$ cat src/rtl/seq_controller_pkg.sv
// seq_ctrl_pkg: state encoding, opcode constants and ALU-class decode shared by seq_controller.
//   state_t      : controller states
//   OP_*         : 4-bit opcodes of the load and jump instructions
//   alu_decode() : returns {is_alu, mode} for a 4-bit opcode
package seq_ctrl_pkg;
    typedef enum logic [2:0] {
        IDLE, FETCH, DECODE, EXEC, MEM_WAIT, HALTCHK, HALT, ERROR
    } state_t;
    localparam logic [3:0] OP_LDA = 4'b0100;
    localparam logic [3:0] OP_LDB = 4'b0101;
    localparam logic [3:0] OP_LDC = 4'b0110;
    localparam logic [3:0] OP_JMP = 4'b0111;
    // 0000-0011 is the mode-0 ALU group, 1xxx the mode-1 ALU group
    function automatic logic [1:0] alu_decode(input logic [3:0] op);
        return {op[3] | (op[3:2] == 2'b00), op[3]};
    endfunction
endpackage

$ cat src/rtl/seq_controller_wait_timer.sv
// wait_timer: counts data-memory wait cycles for seq_controller.
//   clk, rst    : clock, asynchronous active-high reset
//   i_clr       : synchronous clear (wins over i_en)
//   i_en        : count up by one
//   o_first     : count is 1 (first wait cycle)
//   o_expired   : count has reached TIMEOUT
module wait_timer #(
    parameter int WAIT_W  = 4,
    parameter int TIMEOUT = 15
) (
    input  logic clk,
    input  logic rst,
    input  logic i_clr,
    input  logic i_en,
    output logic o_first,
    output logic o_expired
);
    logic [WAIT_W-1:0] r_cnt;
    always_ff @(posedge clk or posedge rst) begin
        if (rst)
            r_cnt <= '0;
        else if (i_clr)
            r_cnt <= '0;
        else if (i_en)
            r_cnt <= r_cnt + 1'b1;
    end
    assign o_first   = r_cnt == WAIT_W'(1);
    assign o_expired = r_cnt == WAIT_W'(TIMEOUT);
endmodule

$ cat src/rtl/seq_controller.sv
// seq_controller: multi-cycle fetch/decode/execute/write-back control FSM for the 16-bit CPU.
//   clk, rst        : clock, asynchronous active-high reset
//   en              : run enable; low zeroes all outputs and returns to IDLE
//   opcode          : IR opcode field (bits above [3:0] must be zero)
//   mem_ready       : data-memory write acknowledge
//   halt_req        : stop before the next fetch
//   zero_flag       : ALU zero flag, used by conditional jumps
//   load_a/b/c/ir   : register load strobes
//   load_pc, inc_pc : PC load / increment
//   mode            : ALU mode
//   we_dm           : data-memory write strobe (one cycle per ALU instruction)
//   sel_a, sel_b    : operand mux selects
//   halted, err     : in HALT / in ERROR
// Build option: define COND_JMP_EN to make opcode 0111 jump only when zero_flag is set.
module seq_controller #(
    parameter int OP_W    = 4,
    parameter int WAIT_W  = 4,
    parameter int TIMEOUT = 15
) (
    input  logic            clk,
    input  logic            rst,
    input  logic            en,
    input  logic [OP_W-1:0] opcode,
    input  logic            mem_ready,
    input  logic            halt_req,
    input  logic            zero_flag,
    output logic            load_a,
    output logic            load_b,
    output logic            load_c,
    output logic            load_ir,
    output logic            load_pc,
    output logic            inc_pc,
    output logic            mode,
    output logic            we_dm,
    output logic            sel_a,
    output logic            sel_b,
    output logic            halted,
    output logic            err
);
    import seq_ctrl_pkg::*;

    state_t     r_state;
    logic [3:0] w_op;
    logic [1:0] w_dec;
    logic       w_illegal, w_is_alu, w_exec, w_mw, w_tmr_run, w_first, w_expired, w_jump;

    assign w_op      = opcode[3:0];
    assign w_illegal = (opcode >> 4) != '0;
    assign w_dec     = alu_decode(w_op);
    assign w_is_alu  = w_dec[1];

`ifdef COND_JMP_EN
    assign w_jump = zero_flag;
`else
    logic w_unused_zf;
    assign w_unused_zf = zero_flag;
    assign w_jump      = 1'b1;
`endif

    // The timer reaches 1 on the first MEM_WAIT cycle because it starts counting in EXEC.
    assign w_tmr_run = en && ((r_state == EXEC && w_is_alu) || r_state == MEM_WAIT);

    wait_timer #(.WAIT_W(WAIT_W), .TIMEOUT(TIMEOUT)) u_timer (
        .clk       (clk),
        .rst       (rst),
        .i_clr     (!w_tmr_run),
        .i_en      (w_tmr_run),
        .o_first   (w_first),
        .o_expired (w_expired)
    );

    always_ff @(posedge clk or posedge rst) begin
        if (rst)
            r_state <= IDLE;
        else if (!en)
            r_state <= IDLE;
        else
            case (r_state)
                IDLE:          r_state <= FETCH;
                FETCH:         r_state <= DECODE;
                DECODE:        r_state <= w_illegal ? ERROR : EXEC;
                EXEC:          r_state <= w_is_alu ? MEM_WAIT : HALTCHK;
                MEM_WAIT:      r_state <= mem_ready ? HALTCHK : (w_expired ? ERROR : MEM_WAIT);
                HALTCHK, HALT: r_state <= halt_req ? HALT : FETCH;
                ERROR:         r_state <= ERROR;
                default:       r_state <= IDLE;
            endcase
    end

    assign w_exec  = en && r_state == EXEC;
    assign w_mw    = en && r_state == MEM_WAIT;
    assign load_ir = en && r_state == FETCH;
    assign load_a  = w_exec && w_op == OP_LDA;
    assign load_b  = w_exec && w_op == OP_LDB;
    assign load_c  = w_exec && w_op == OP_LDC;
    assign load_pc = w_exec && w_op == OP_JMP && w_jump;
    assign sel_a   = load_pc;
    assign sel_b   = load_pc;
    // A not-taken conditional jump just steps over the instruction.
    assign inc_pc  = load_a || load_b || load_c || (w_exec && w_op == OP_JMP && !w_jump)
                     || (w_mw && mem_ready);
    assign mode    = (w_exec || w_mw) && w_is_alu && w_dec[0];
    assign we_dm   = w_mw && w_first;
    assign halted  = en && r_state == HALT;
    assign err     = en && r_state == ERROR;
endmodule

$ cat config.mk
export PLATFORM = sky130hd
export DESIGN_NAME = seq_controller
export DESIGN_NICKNAME = d
export VERILOG_FILES = /design/src/rtl/seq_controller_pkg.sv /design/src/rtl/seq_controller_wait_timer.sv /design/src/rtl/seq_controller.sv
export SDC_FILE = /design/constraint.sdc
export NUM_CORES = 1
export LEC_CHECK = 0
export CAP_MARGIN = 20
export CORE_AREA = 2 2 40 42
export CTS_CLUSTER_DIAMETER = 40
export DETAILED_ROUTE_END_ITERATION = 7
export DIE_AREA = 0 0 42 44
export PLACE_DENSITY = 0.72
export SLEW_MARGIN = 20
export SYNTH_ARGS = -nofsm -noshare
export SYNTH_HDL_FRONTEND = slang
export SYNTH_SLANG_ARGS = --single-unit
$ cat constraint.sdc
create_clock -name clk -period 1.89 [get_ports clk]
set_clock_uncertainty 0.1 [all_clocks]
set_input_delay 0.378 -clock clk [delete_from_list [all_inputs] [get_ports clk]]
set_output_delay 0.378 -clock clk [all_outputs]
set_load 0.05 [all_outputs]
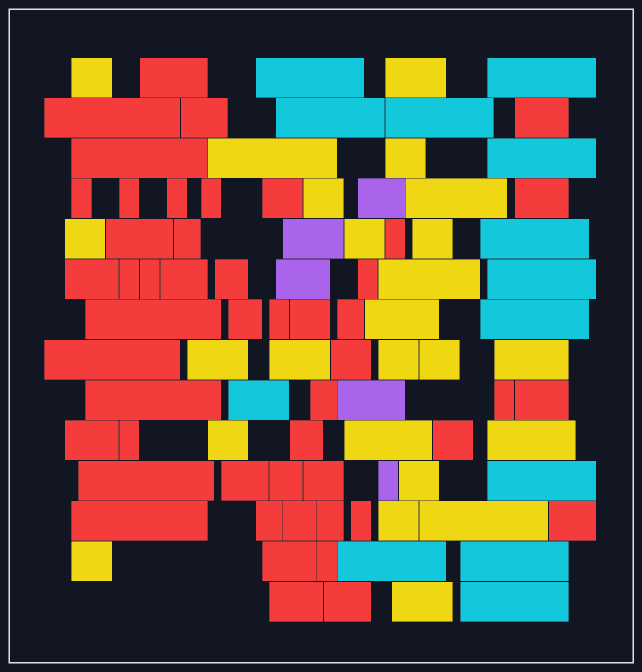
Figure 1: cell sizes after repair.
Key: _2 cells = purple [cells 5]; _6 and larger = cyan [cells 13]; _3 and _4 cells = yellow [cells 24]; _0 and _1 cells = red [cells 49]
total of plain and repair buffers excluding clock buffers: 30
final instance area: 0.001055 mm^2
Syn-to-layout area delta: 100.2%
final setup margin: -0.2819 ns

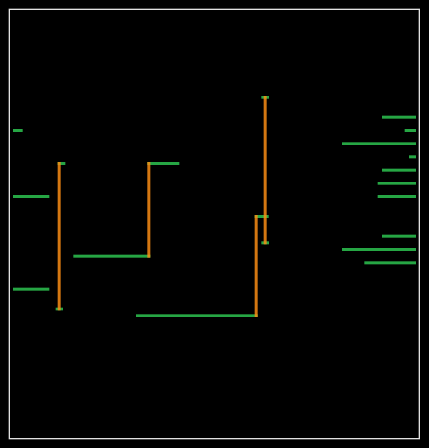
Figure 2: metal layers overlaid.
Two of the layers only.
Key: metal 3 = green [wire length 70.3 um]; metal 4 = orange [wire length 49.6 um]
wire length per cell after detailed routing: 12.87 um
drt total wl: 1377 um
Vias: 577
overall global routing resource usage: 16.92%

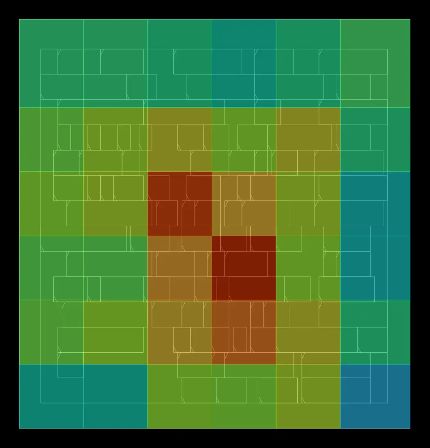
Figure 3: congestion heat map.
layer with the highest usage after global routing: met2
M2 GR Usage: 29.06%
met1 layer usage reported by global route: 19.48%
M3 GR Usage: 2.500%

-- sequential cells by signal, summed over array words and instances (netlist names) --
| signal | flops |
|---|---|
| u_timer.r_cnt | 4 |
| r_state | 3 |
-- power by group through the flow --
stage	sequential (mW)	combinational [mW]	clock [mW]
global placement	0.167	0.146	0
detailed placement	0.168	0.148	0
floorplan	0.165	0.0807	0
CTS	0.165	0.155	0.138
global route	0.167	0.176	0.141
finish	0.166	0.162	0.131
-- path summary, 6_finish.rpt --
kind                                       start                to  slack, ns
worst max-delay path                  r_state[2]            load_c      -0.28
worst min-delay path                         rst  u_timer.r_cnt[2]       0.24
worst max register to register        r_state[1]  u_timer.r_cnt[3]       0.35
worst min register to register  u_timer.r_cnt[0]  u_timer.r_cnt[0]       0.41
max in group asynchronous                    rst        r_state[2]       1.25
min in group clk                u_timer.r_cnt[0]  u_timer.r_cnt[0]       0.41
-- cells in the mapped netlist, types with 2 or more instances --
master,instances,area (um^2)
sky130_fd_sc_hd__nor3b_1,4,30.03
sky130_fd_sc_hd__nor2b_1,2,12.51
sky130_fd_sc_hd__a21oi_1,4,20.02
sky130_fd_sc_hd__dfrtp_1,7,175.2
sky130_fd_sc_hd__nand2_1,4,15.01
sky130_fd_sc_hd__inv_1,2,7.510
sky130_fd_sc_hd__o21ai_0,2,10.01
sky130_fd_sc_hd__nor4b_1,2,17.52
sky130_fd_sc_hd__nor2_1,8,30.03
sky130_fd_sc_hd__clkbuf_1,2,7.510
sky130_fd_sc_hd__a31oi_1,2,12.51
sky130_fd_sc_hd__ha_1,2,25.02
sky130_fd_sc_hd__nand3_1,2,10.01
sky130_fd_sc_hd__buf_4,3,22.52
-- repair_timing --
action / in CTS / in global routing
gates resized: 9 / 2
endpoints found under the setup margin: 12 / 11
buffers inserted: 1 / 0
pin swaps: 6 / 6
==> changes_impl.md <==
## Implementation

- Combinational gate area: about 430 um^2
- Count of clock-net buffers in the final layout: 4
- Dominant comb cell: simple AND/OR/NAND/NOR gates
- Fin cells: 107
- Number of clock sinks: 7
- Count of endpoints failing setup in the final report: 9
- Maximum cell stage delay along the critical path: about 0.63 ns
- Antenna diode count: 0
- IR drop worst, VDD: 0.3234 mV
- Effective utilization at floorplan: 37.13%
- Post-synthesis share of cell area spent on and-or and or-and gates: 14.49%
- Number of nets in the synthesized netlist: between 70 and 80
- Reg clk slew, reported paths: 0.05 ns
- Run status: finished with violations
- Fill cells: 110
- Final setup margin: -0.2819 ns
- Violations in the final reports: setup timing
- Worst path cell trace: or4b_4, nor3b_4, buf_12
- Routability congestion estimate: slightly below 0.8
- Count of input and output buffers: 20
- Post-layout net count: roughly 100
- Largest net degree at the start of global routing: 14
Power figures rest on the tool's default switching activity, not on a simulated workload.
